==> src/rtl/program_counter.sv <==
// Program counter with IDLE/RUN/DONE sequencing.
// Fetch address advances one instruction per unstalled RUN cycle, jumps on branch,
// freezes on halt. Counts RUN cycles for the current program, saturating at all-ones.
module program_counter #(
    parameter int unsigned    PC_W       = 10,
    parameter logic [PC_W-1:0] START_ADDR = '0,
    parameter int unsigned    CNT_W      = 16
) (
    input  logic             clk,
    input  logic             reset,
    input  logic             start,
    input  logic             stall,
    input  logic             halt_instr,
    input  logic             branch,
    input  logic [PC_W-1:0]  address,
    output logic [PC_W-1:0]  pc,
    output logic             running,
    output logic             done,
    output logic [CNT_W-1:0] cycle_count
);

    typedef enum logic [1:0] {
        StIdle = 2'd0,
        StRun  = 2'd1,
        StDone = 2'd2
    } state_e;

    state_e state_q;

    // Saturating increment so long programs report the ceiling instead of wrapping.
    logic [CNT_W-1:0] count_inc;
    always_comb begin
        count_inc = cycle_count;
        if (cycle_count != {CNT_W{1'b1}}) begin
            count_inc = cycle_count + CNT_W'(1);
        end
    end

    // State, pc, cycle counter and the registered status flags all advance together.
    always_ff @(posedge clk or negedge reset) begin
        if (!reset) begin
            state_q     <= StIdle;
            pc          <= START_ADDR;
            cycle_count <= '0;
            running     <= 1'b0;
            done        <= 1'b0;
        end else begin
            case (state_q)
                StIdle: begin
                    pc <= START_ADDR;
                    if (start) begin
                        state_q     <= StRun;
                        cycle_count <= '0;
                        running     <= 1'b1;
                        done        <= 1'b0;
                    end
                end
                StRun: begin
                    // start is deliberately ignored here; a program can only be
                    // restarted once it has reached DONE (or via reset).
                    if (!stall) begin
                        cycle_count <= count_inc;
                        if (halt_instr) begin
                            // pc stays on the halt instruction
                            state_q <= StDone;
                            running <= 1'b0;
                            done    <= 1'b1;
                        end else if (branch) begin
                            pc <= address;
                        end else begin
                            pc <= pc + PC_W'(1);
                        end
                    end
                end
                StDone: begin
                    if (start) begin
                        state_q     <= StRun;
                        pc          <= START_ADDR;
                        cycle_count <= '0;
                        running     <= 1'b1;
                        done        <= 1'b0;
                    end
                end
                default: begin
                    // Unused encoding: fall back to a clean idle state.
                    state_q     <= StIdle;
                    pc          <= START_ADDR;
                    cycle_count <= '0;
                    running     <= 1'b0;
                    done        <= 1'b0;
                end
            endcase
        end
    end

endmodule

==> config.mk <==
export PLATFORM = sky130hd
export DESIGN_NAME = program_counter
export DESIGN_NICKNAME = d
export VERILOG_FILES = /design/src/rtl/program_counter.sv
export SDC_FILE = /design/constraint.sdc
export NUM_CORES = 1
export LEC_CHECK = 0
export CORE_ASPECT_RATIO = 1.1
export CORE_UTILIZATION = 52
export CTS_BUF_LIST = sky130_fd_sc_hd__clkbuf_16
export DETAILED_ROUTE_END_ITERATION = 12
export PLACE_DENSITY = 0.9
export SLEW_MARGIN = 25
export SYNTH_ARGS = -nofsm -noshare
export SYNTH_HDL_FRONTEND = slang
export SYNTH_SLANG_ARGS = --single-unit
export TNS_END_PERCENT = 10
==> constraint.sdc <==
create_clock -name clk -period 4.5 [get_ports clk]
set_clock_uncertainty 0.2 [all_clocks]
set_input_delay 0.9 -clock clk [delete_from_list [all_inputs] [get_ports clk]]
set_output_delay 0.9 -clock clk [all_outputs]
set_load 0.03 [all_outputs]
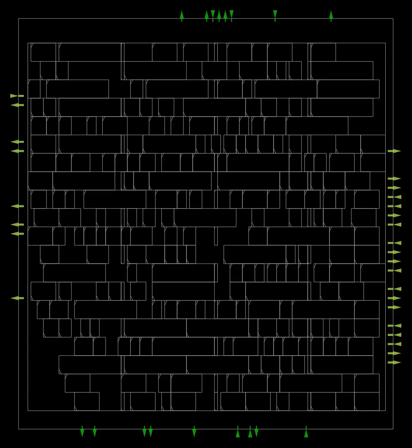
Run 1: cell placement
FP Rows: 20
# fillers: 206
Seq/total area: 32.8%
Final Util: 76.9%

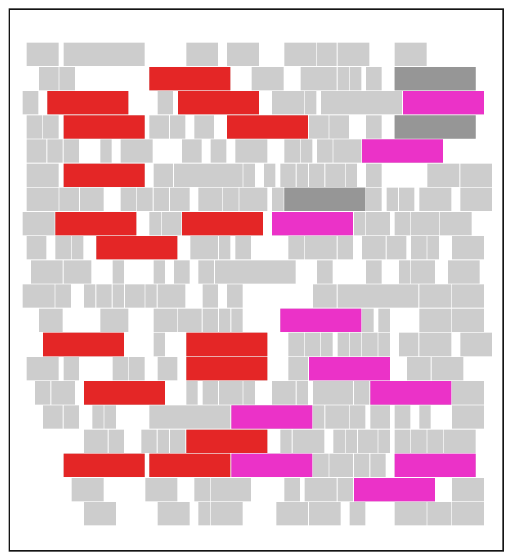
Run 1: sequential cells grouped by signal name
Other sequential cells in the stronger grey, the rest of the logic in the fainter grey.
signal	colour	sequential cells
cycle_count	red	16
pc	magenta	10
not coloured	3

==> qor.yml, run 1 <==
clock_network:
  insertion_delay_ns: 0.27
  cts_setup_buffers: 0
  ctsResizeCount: 0
  cts_made_buffers: 5
  clock-root-buffer: "clkbuf_16"
  clock_sinks: 29
  cts_tree: "yes"
  ctsHtreeMaxLevel: 2
  holdBufCountCts: 0
  clk_pin_slew_ns: 0.05
  clk_path_buf_depth: 2
finish:
  n_clock_buffer: 5
  fin_nets: 254
  lay_top_count: "clkdlybuf4s50_1"
  regArea_um2: 726
  inv_count: 2
  signal_buffers: 45
  instances_no_fill: 269
  final_area_um2: 2210
  syn_to_final_growth_pct: 35.6
  comb_area_share_pct: 38.9
  drive_above_1_share_pct: 5.08
  antenna_cells: 0
  clk_share_pct: 6.00
  flops: 29
  logic_area_um2: 860
  lay_top_cells: "43 x clkdlybuf4s50_1, 29 x dfrtp_1, 24 x nor2_1"
  buffer_area_share_pct: 20.1
  dominant_cells: "logic gates"
  logic_gates: 153
synthesis:
  synth_cell_types: 36
  yosys_warnings: 0
  syn_area_um2: 1630
  syn_area_per_cell_um2: 8.50
  ys_area_um2: 1630
  top_cells_by_area: "dfrtp_1 44%, o21ai_0 7.1%, nor2_1 5.5%"
  netlist_instances: 192
  synth_area_leader_cell: "dfrtp_1"
  numSynthFlops: 29
  top_area_share_pct: 44.5
  ys_seq_share_pct: 44.5
  fp_nets: 210
  ys_cells: 192
status:
  outcome: "finished clean"
route:
  dr.pass1.iters: 4
  drc: 0
  ant_nets: 0
  drt_iter0_drc: 59
  via_per_inst: 6.20
hold_path:
  whs_endpoint: "cycle_count[0]$_DFFE_PN0P_"
  hold_path_class: "flip-flop to flip-flop"
  hold_start: "cycle_count[0]$_DFFE_PN0P_"
  hold_depth: 1
floorplanning:
  tapCellCount: 33
  coreArea_um2: 2880
  chip_area_um2: 3370
  ioPinCount: 44
  die_w_um: 55.4
  fp.dieH_um: 60.8
  fp_util_pct: 56.7
run:
  drv_cap: 0
  tool_warnings: 26
final_timing:
  fin_crit_ns: 2.67
  grt_setup_unrepaired: "false"
  tightest_slew_ns: 0.764
  slew_viol_final: 0
  hold_violations: 0
  max_slew_margin_pct: 49.1
  fmax_mhz: 374
  finalSetupViolations: 0
  timing.final.crit_share_pct: 59.4
  setup_ws_ns: 1.83
  whs_ns: 0.334
  tns_ns: 0
critical_path:
  r2r_cells: 6
  cp-start-kind: "input port"
  r2r_start: "cycle_count[0]$_DFFE_PN0P_"
  worstPathMaxFanout: 19
  r2r_slack_ns: 1.95
  path_class: "input port to flip-flop"
  critPathLaunch: "branch"
  end_kind: "flip-flop"
  arrival_ns: 2.61
  crit_path_end: "pc[6]$_DFFE_PN0P_"
  worstPathRequired_ns: 4.44
  r2r-end: "cycle_count[4]$_DFFE_PN0P_"
power:
  design_power_total_w: 0.000862
  p_leak_nw: 0.893
  power_density_nw_per_um2: 390
  vdd_drop_max_mv: 0.323
place:
  pre_cts_slack_ns: 1.71
  place_congestion: 0.799
  placed_cells: 262
  dpl-instance-area_um2: 2080
  dpl.hpwl_mm: 2.88
  io_buffers: 43
global_route:
  grt_pass1_wl_mm: 6.94
  grt_start_max_net_pins: 30
  grt_pass1_vias: 1526
  grt_remaining_overflow: 0
  antenna_found_initial: 0
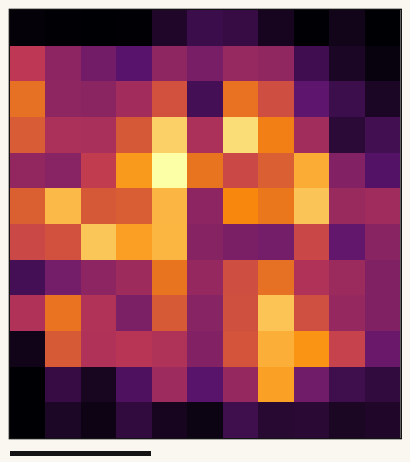
Run 1: routed metal per tile
Scale bar: 20 um. 11 x 12 tiles, from black (low) to pale yellow (high), scaled to the fullest tile. Values are wire area over tile area, all layers added.
fullest tile	0.51
densest ninth of the die	centre
emptiest ninth of the die	upper right
drt wl/cell: 15.7 um
Total GRT Usage: 27.5%
via count: 1669
Total Wirelength: 4.22 mm

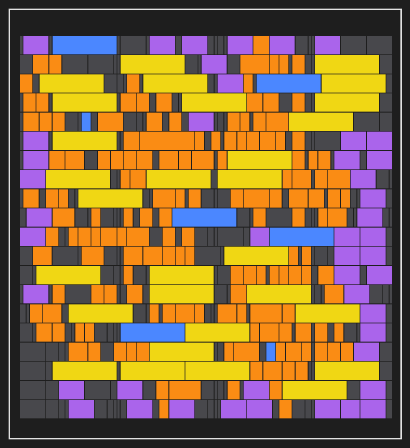
Run 1: cell classes on the final placement
Fill, decap, tap and diode cells in grey.
class	colour	cells
remaining buffers and delay cells	purple	45
registers	yellow	29
clock drivers and dummy loads	blue	7
remaining logic cells	orange	155

==> run 1: routing by layer <==
metal	global-route usage (%)	vias up	share of wire, %
li1	-	802	-
met1	31.4	800	41
met2	47.8	56	51
met3	8.32	11	5.2
met4	14.3	0	2.8
met5	0	-	0
==> run 1: power breakdown <==
group	switching [W]	internal, W	leakage, nW
Combinational	0.000147	0.0000954	0.430
Sequential	0.0000316	0.000288	0.394
Clock	0.000104	0.000196	0.0685
==> run 1: cells by family (layout without fill, tap and decap cells) <==
family	Yosys count	after routing	share of synthesized area, %
AND-OR/OR-AND	71	71	26.5
adder cells (fa/ha/maj)	2	2	1.53
buffers and inverters	10	54	2.84
flip-flops	29	29	44.5
multiplexers	3	3	1.92
AND/OR/NAND/NOR	77	77	22.8
==> run 1: worst max-delay path, cell delays in order <==
cell	delay [ns]
clkdlybuf4s50_1	0.87
nand2b_1	0.37
nor2_1	0.12
o21ai_0	0.21
o21ai_0	0.14
==> run 1: Yosys cell counts <==
cell,number
nor2_1,24
o41ai_1,3
nand2_1,16
nor3b_1,2
a31oi_1,6
a22oi_1,4
nor3_1,2
o21bai_1,1
a21oi_1,9
dfrtp_1,29
o211ai_1,1
or3b_2,1
or4_1,1
nand3_1,14
and3_1,5
inv_1,2
o31ai_4,1
o31a_1,1
nand4_1,3
nand2b_1,3
buf_2,1
nand3_2,1
o21a_1,1
or3_1,1
ha_1,2
o31ai_1,5
nor2b_1,3
clkbuf_1,6
mux2_2,1
nor4_1,1
o311ai_1,1
o21ai_0,23
o21ai_2,1
mux2i_1,2
buf_6,1
o21ai_1,14
==> run 1: state kept, by name, indices dropped and copies added, names as in the netlist <==
register	count
cycle_count	16
done	1
pc	10
running	1
state_q	1
==> run 1 -> run 2 <==
--- a/config.mk
+++ b/config.mk
@@ -6,10 +6,10 @@
 export NUM_CORES = 1
 export LEC_CHECK = 0
 export CORE_ASPECT_RATIO = 1.1
-export CORE_UTILIZATION = 52
+export CORE_UTILIZATION = 48
 export CTS_BUF_LIST = sky130_fd_sc_hd__clkbuf_16
 export DETAILED_ROUTE_END_ITERATION = 12
-export PLACE_DENSITY = 0.9
+export PLACE_DENSITY = 0.84
 export SLEW_MARGIN = 25
 export SYNTH_ARGS = -nofsm -noshare
 export SYNTH_HDL_FRONTEND = slang
==> constraint.sdc (replaced) <==
create_clock -name clk -period 2.75 [get_ports clk]
set_clock_uncertainty 0.2 [all_clocks]
set_input_delay 0.55 -clock clk [delete_from_list [all_inputs] [get_ports clk]]
set_output_delay 0.55 -clock clk [all_outputs]
set_load 0.03 [all_outputs]
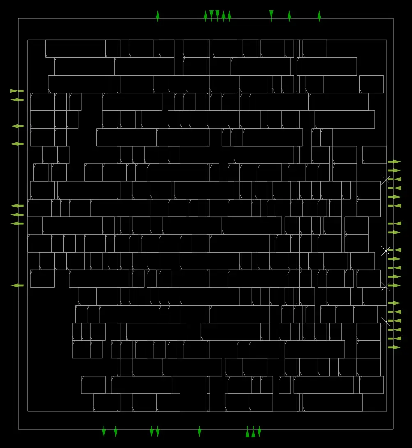
Run 2: cell placement
Final Non-Filler Cells: 275
# fillers: 247
num tapcells: 34

==> qor.yml, run 2 <==
clock_network:
  clock_sinks: 29  # unchanged
  ctsHtreeMaxLevel: 2  # unchanged
  holdBufCountCts: 0  # unchanged
  clock-root-buffer: "clkbuf_16"
  insertion_delay_ns: 0.27  # about the same
critical_path:
  cp_top_family: "simple AND/OR/NAND/NOR gates"
  cpPeakStageDelay_ns: 0.63  # -0.24 ns
  crit_slowest_cell: "or4_1"
  r2r_slack_ns: 0.48  # -1.47 ns
  r2r_start: "cycle_count[0]$_DFFE_PN0P_"
  end_kind: "flip-flop"
  arrival_ns: 2.26  # -0.35 ns
  cp-start-kind: "flip-flop"
  r2r_cells: 7  # +1
  cp_cell_sequence: "ha_1 > nand2_1 > or4_1 > o31ai_4 > buf_4 > o21ai_1 > o21ai_0"
  worstPathMaxFanout: 14  # -5
route:
  dr_wl_met3_um: 233  # +6.4%
  wl_met2_mm: 2.07  # -3.3%
  drc: 4  # +4
  top_layer_used: "met4"
  finalWirelength_mm: 4.17  # -1.1%
  via_per_inst: 6.01  # -3.1%
  num_vias: 1653  # -0.96%
  wl_met1_mm: 1.77  # +1.2%
  wl_per_cell_um: 15.2  # -3.2%
power:
  power_density_nw_per_um2: 634  # +63%
global_route:
  grt_usage_pct: 25.0  # -2.5 points
  grt_pass1_vias: 1572  # +3.0%
  antenna_found_initial: 0  # unchanged
  grt_pass1_wl_mm: 6.98  # +0.49%
  grt_remaining_overflow: 0  # unchanged
status:
  violations: "DRC"
  outcome: "finished with violations"
synthesis:
  yosysMostFrequentCell: "dfrtp_1"
  synth_area_leader_cell: "dfrtp_1"
  async_flop_share_pct: 100  # unchanged
  synth_cell_types: 36  # unchanged
  top_cells_by_area: "dfrtp_1 44%, o21ai_0 7.1%, nor2_1 5.5%"
  yosys_warnings: 0  # unchanged
  syn_area_um2: 1630  # unchanged
  ys_area_um2: 1630  # unchanged
  fp_nets: 210  # unchanged
floorplanning:
  die_w_um: 57.6  # +3.9%
  fp.dieH_um: 63.1  # +3.9%
  coreArea_um2: 3150  # +9.6%
  ioPinCount: 44  # unchanged
place:
  dpl-instance-area_um2: 2120  # +1.9%
  place_congestion: 0.861  # +7.9%
  dpl.hpwl_mm: 2.81  # -2.6%
finish:
  final_area_um2: 2250  # +1.8%
  largest_reg_flops: 16  # unchanged
  lay_top_cells: "43 x clkdlybuf4s50_1, 29 x dfrtp_1, 24 x nor2_1"
  largest_register: "cycle_count"
  utilization_pct: 71.4  # -5.5 points
  antenna_cells: 0  # unchanged
  lay_top_count: "clkdlybuf4s50_1"
  drive_above_1_share_pct: 7.05  # +2.0 points
hold_path:
  hold_path_class: "flip-flop to flip-flop"
  hold_depth: 1  # unchanged
  hold_start: "cycle_count[0]$_DFFE_PN0P_"
  whs_endpoint: "cycle_count[0]$_DFFE_PN0P_"
run:
  tool_warnings: 26  # unchanged
  drv_cap: 0  # unchanged
final_timing:
  setup_ws_ns: 0.478  # -1.35 ns
  whs_ns: 0.325  # -0.00965 ns
  tns_ns: 0  # unchanged
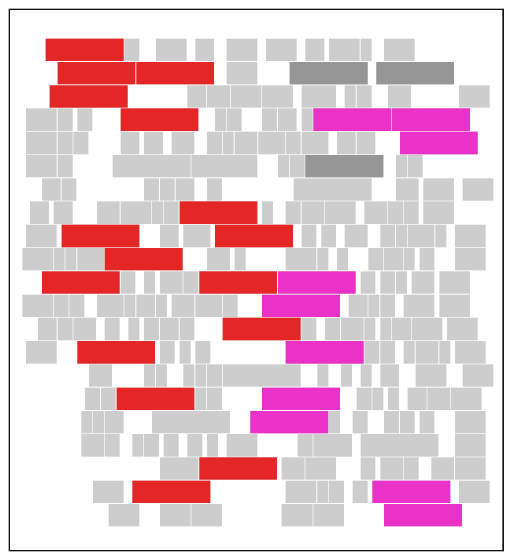
Run 2: sequential cells grouped by signal name
Other sequential cells in the stronger grey, the rest of the logic in the fainter grey.
signal	colour	sequential cells
pc	magenta	10
cycle_count	red	16

run 2: how the worst max path moves through the flow:
stage | from | end | slack, ns
floorplan | cycle_count[0]$_DFFE_PN0P_ | cycle_count[11]$_DFFE_PN0P_ | 0.43
global placement | start | pc[9]$_DFFE_PN0P_ | 0.42
detailed placement | start | pc[9]$_DFFE_PN0P_ | 0.37
CTS | cycle_count[0]$_DFFE_PN0P_ | cycle_count[4]$_DFFE_PN0P_ | 0.47
global route | cycle_count[0]$_DFFE_PN0P_ | cycle_count[4]$_DFFE_PN0P_ | 0.33
finish | cycle_count[0]$_DFFE_PN0P_ | cycle_count[15]$_DFFE_PN0P_ | 0.48
run 2: cells by family after synthesis:
family                   share of synthesized area, %
AND-OR/OR-AND                                    26.5
adder cells (fa/ha/maj)                          1.53
multiplexers                                     1.92
AND/OR/NAND/NOR                                  22.8
flip-flops                                       44.5
buffers and inverters                            2.84
run 2: worst reg2reg max path, cell delays in order (launching register included):
cell,delay [ns]
dfrtp_1,0.39
ha_1,0.23
nand2_1,0.08
or4_1,0.63
o31ai_4,0.21
buf_4,0.23
o21ai_1,0.11
o21ai_0,0.09
run 2: routing by layer:
metal | vias up | GRT usage [%]
met5 | - | 0
met4 | 0 | 12.8
met3 | 12 | 5.75
met2 | 55 | 41.7
met1 | 773 | 29.7
li1 | 813 | -
run 2: area by class of cell:
cell class	instances	area, um2
Clock buffer	5	125
Fill cell	247	902
Timing Repair Buffer	50	483
Clock inverter	2	7.51
Multi-Input combinational cell	153	860
Sequential cell	29	726
Inverter	2	7.51
Tap cell	34	42.5
run 2: power breakdown:
part | switching [W] | internal [W] | leakage (nW)
clock | 0.000173 | 0.000322 | 0.0685
sequential | 0.0000503 | 0.000470 | 0.394
combinational | 0.000242 | 0.000170 | 0.455
total | 0.000465 | 0.000963 | 0.918
==> run 2 -> run 3 <==
--- a/config.mk
+++ b/config.mk
@@ -6,10 +6,10 @@
 export NUM_CORES = 1
 export LEC_CHECK = 0
 export CORE_ASPECT_RATIO = 1.1
-export CORE_UTILIZATION = 48
+export CORE_UTILIZATION = 43
 export CTS_BUF_LIST = sky130_fd_sc_hd__clkbuf_16
 export DETAILED_ROUTE_END_ITERATION = 12
-export PLACE_DENSITY = 0.84
+export PLACE_DENSITY = 0.8
 export SLEW_MARGIN = 25
 export SYNTH_ARGS = -nofsm -noshare
 export SYNTH_HDL_FRONTEND = slang
==> constraint.sdc (replaced) <==
create_clock -name clk -period 2 [get_ports clk]
set_clock_uncertainty 0.2 [all_clocks]
set_input_delay 0.4 -clock clk [delete_from_list [all_inputs] [get_ports clk]]
set_output_delay 0.4 -clock clk [all_outputs]
set_load 0.03 [all_outputs]
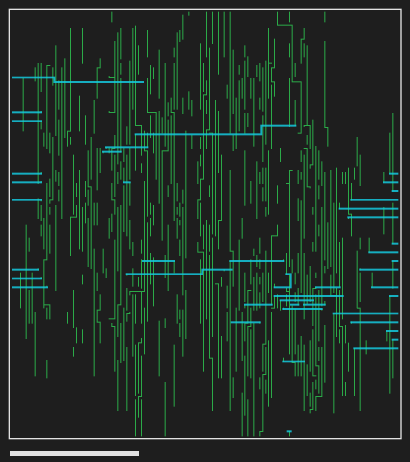
Run 3: routed metal, one colour a layer
Scale bar: 20 um. Only two layers are drawn.
layer	colour	wire length
M3	cyan	240 um
M2	green	2500 um
drt wl/cell: 15.1 um
via count: 1786
Total Wirelength: 4.78 mm
Total GRT Usage: 26.5%

==> qor.yml, run 3 <==
route:
  dr.pass1.iters: 4
  ant_nets: 0
  drc: 0  # -4
  via_per_inst: 5.63  # -6.3%
  drt_iter0_drc: 172
power:
  switching_share_pct: 32.9  # +0.32 points
  p_comb_share_pct: 32.5  # +3.6 points
  design_power_total_w: 0.00208
  p_leak_nw: 1.25
  vdd_drop_max_mv: 0.480
  switchingPower_w: 0.000684  # +47%
  p_clk_share_pct: 33.1  # -1.5 points
  power_density_nw_per_um2: 816  # +29%
  p_int_w: 0.00140  # +45%
  seqPwrFrac_pct: 34.4  # -2.1 points
clock_network:
  clk_pin_slew_ns: 0.05
  clk_path_buf_depth: 2
  cts_tree: "yes"
  cts_made_buffers: 5
  insertion_delay_ns: 0.27  # about the same
  clock_sinks: 29  # unchanged
  clock-root-buffer: "clkbuf_16"
  ctsHtreeMaxLevel: 2  # unchanged
  holdBufCountCts: 0  # unchanged
place:
  dpl-instance-area_um2: 2370  # +12%
  placed_cells: 309
  place_congestion: 0.884  # +2.6%
  pre_cts_slack_ns: -0.172
  dpl.hpwl_mm: 3.24  # +15%
  io_buffers: 43
finish:
  largest_reg_flops: 16  # unchanged
  syn_to_final_growth_pct: 56.3
  lay_top_cells: "30 x buf_4, 24 x nor2_1, 22 x clkdlybuf4s50_1"
  reg_top3: "cycle_count (16), pc (10)"
  lay_top_count: "buf_4"
  final_area_um2: 2550  # +13%
  instances_no_fill: 317  # +15%
  largest_register: "cycle_count"
  fin_nets: 285
  antenna_cells: 0  # unchanged
  drive_above_1_share_pct: 21.0  # +14 points
critical_path:
  cp_top_family: "simple AND/OR/NAND/NOR gates"
  crit_buf_inv: 2
  r2r_start: "cycle_count[1]$_DFFE_PN0P_"
  critPathLaunch: "cycle_count[1]$_DFFE_PN0P_"
  worstPathMaxFanout: 7  # -7
  end_kind: "flip-flop"
  cp-start-kind: "flip-flop"
  worstPathRequired_ns: 1.95
  arrival_ns: 1.92  # -0.34 ns
  cp_cell_sequence: "ha_4 > nand2_4 > or4_4 > buf_4 > o21ai_4 > buf_6 > o31ai_1"
  path_class: "flip-flop to flip-flop"
  crit_slowest_cell: "or4_4"
  cpPeakStageDelay_ns: 0.51  # -0.12 ns
synthesis:
  fp_nets: 210  # unchanged
  top_cells_by_area: "dfrtp_1 44%, o21ai_0 7.1%, nor2_1 5.5%"
  async_flop_share_pct: 100  # unchanged
  netlist_instances: 192
  numSynthFlops: 29
  ys_area_um2: 1630  # unchanged
  yosysMostFrequentCell: "dfrtp_1"
  syn_area_per_cell_um2: 8.50
  ys.flop_type: "dfrtp_1"
  syn_area_um2: 1630  # unchanged
  synth_cell_types: 36  # unchanged
  ys_cells: 192
  edf_count: 0
  top_area_share_pct: 44.5
  common_cells: "29 x dfrtp_1, 24 x nor2_1, 23 x o21ai_0"
  ys_seq_share_pct: 44.5
  yosys_warnings: 0  # unchanged
  synth_area_leader_cell: "dfrtp_1"
final_timing:
  grt_setup_unrepaired: "true"
  finalSetupViolations: 0
  slew_viol_final: 0
  tightest_slew_ns: 0.414
  whs_ns: 0.314  # -0.0102 ns
  max_slew_margin_pct: 72.1
  timing.final.crit_share_pct: 98.4
  fmax_mhz: 508
  setup_ws_ns: 0.0324  # -0.446 ns
  fin_crit_ns: 1.97
  tns_ns: 0  # unchanged
  hold_violations: 0
floorplanning:
  ioPinCount: 44  # unchanged
  fp.dieH_um: 66.6  # +5.5%
  die_w_um: 60.7  # +5.5%
  rows: 23
  chip_area_um2: 4040
  fp_util_pct: 45.0
  coreArea_um2: 3630  # +15%
global_route:
  antenna_found_initial: 0  # unchanged
  grt_pass1_wl_mm: 7.69  # +10%
  grt_pass1_vias: 1638  # +4.2%
  grt_start_max_net_pins: 30
  grt_remaining_overflow: 0  # unchanged
status:
  outcome: "finished clean"
run:
  tool_warnings: 28  # +7.7%
  drv_cap: 0  # unchanged
hold_path:
  hold_path_class: "input port to asynchronous set/reset pin"
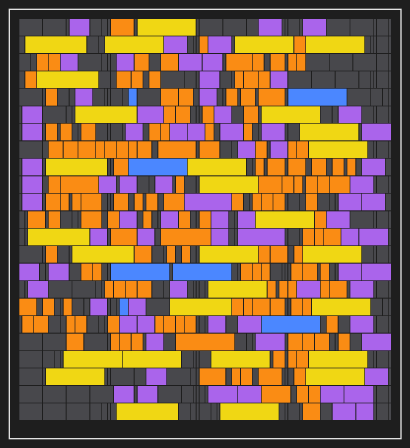
Run 3: cell classes on the final placement
Fill, decap, tap and diode cells in grey.
class	colour	cells
remaining buffers and delay cells	purple	76
clock drivers and dummy loads	blue	7
registers	yellow	29
remaining logic cells	orange	155
Seq/total area: 28.9%
Final Util: 70.3%

-- run 3: cell counts after synthesis --
Identical to the previous run, type by type.
-- run 3: kinds of logic after synthesis --
logic type,share of synthesized area [%]
AND/OR/NAND/NOR,22.8
AND-OR/OR-AND,26.5
flip-flops,44.5
buffers and inverters,2.84
multiplexers,1.92
adder cells (fa/ha/maj),1.53
-- run 3: area by class of cell --
type,count,area [um2]
timing repair buffer,76,707
inverter,2,7.51
sequential,29,736
multi-input combinational,153,905
fill,301,1080
clock inverter,2,7.51
tap,50,62.6
clock buffer,5,125
-- run 3: per-layer routing --
layer	vias up	global-route usage, %	part of all wire [%]
met1	852	31.4	41
met5	-	0	0
met4	0	10.2	1.6
li1	869	-	-
met2	58	45.6	52
met3	7	5.83	5.0
-- run 3: power by group through the flow --
stage / combinational (W) / clock, W / sequential, W
floorplan: 0.000231 / 0 / 0.000833
global placement: 0.000656 / 0 / 0.000719
detailed placement: 0.000675 / 0 / 0.000722
CTS: 0.000666 / 0.000696 / 0.000714
global route: 0.000735 / 0.000725 / 0.000725
finish: 0.000677 / 0.000688 / 0.000716
-- run 3: path summary, 6_finish.rpt --
path,endpoint,slack [ns],depth (start not counted)
min reg2reg,cycle_count[15]$_DFFE_PN0P_,0.33,1
max,cycle_count[5]$_DFFE_PN0P_,0.03,7
max in group asynchronous,cycle_count[9]$_DFFE_PN0P_,0.99,2
min in group clk,cycle_count[15]$_DFFE_PN0P_,0.33,1
max reg2reg,cycle_count[5]$_DFFE_PN0P_,0.03,7
min,pc[1]$_DFFE_PN0P_,0.31,2
-- run 3: timing repair --
item | CTS | global route
endpoints found under the hold margin | 0 | 0
pin swaps | 0 | 1
gates cloned | 0 | 0
resized | 17 | 15
setup buffers | 0 | 1
endpoints found under the setup margin | 29 | 22
Power figures rest on the tool's default switching activity, not on a simulated workload.
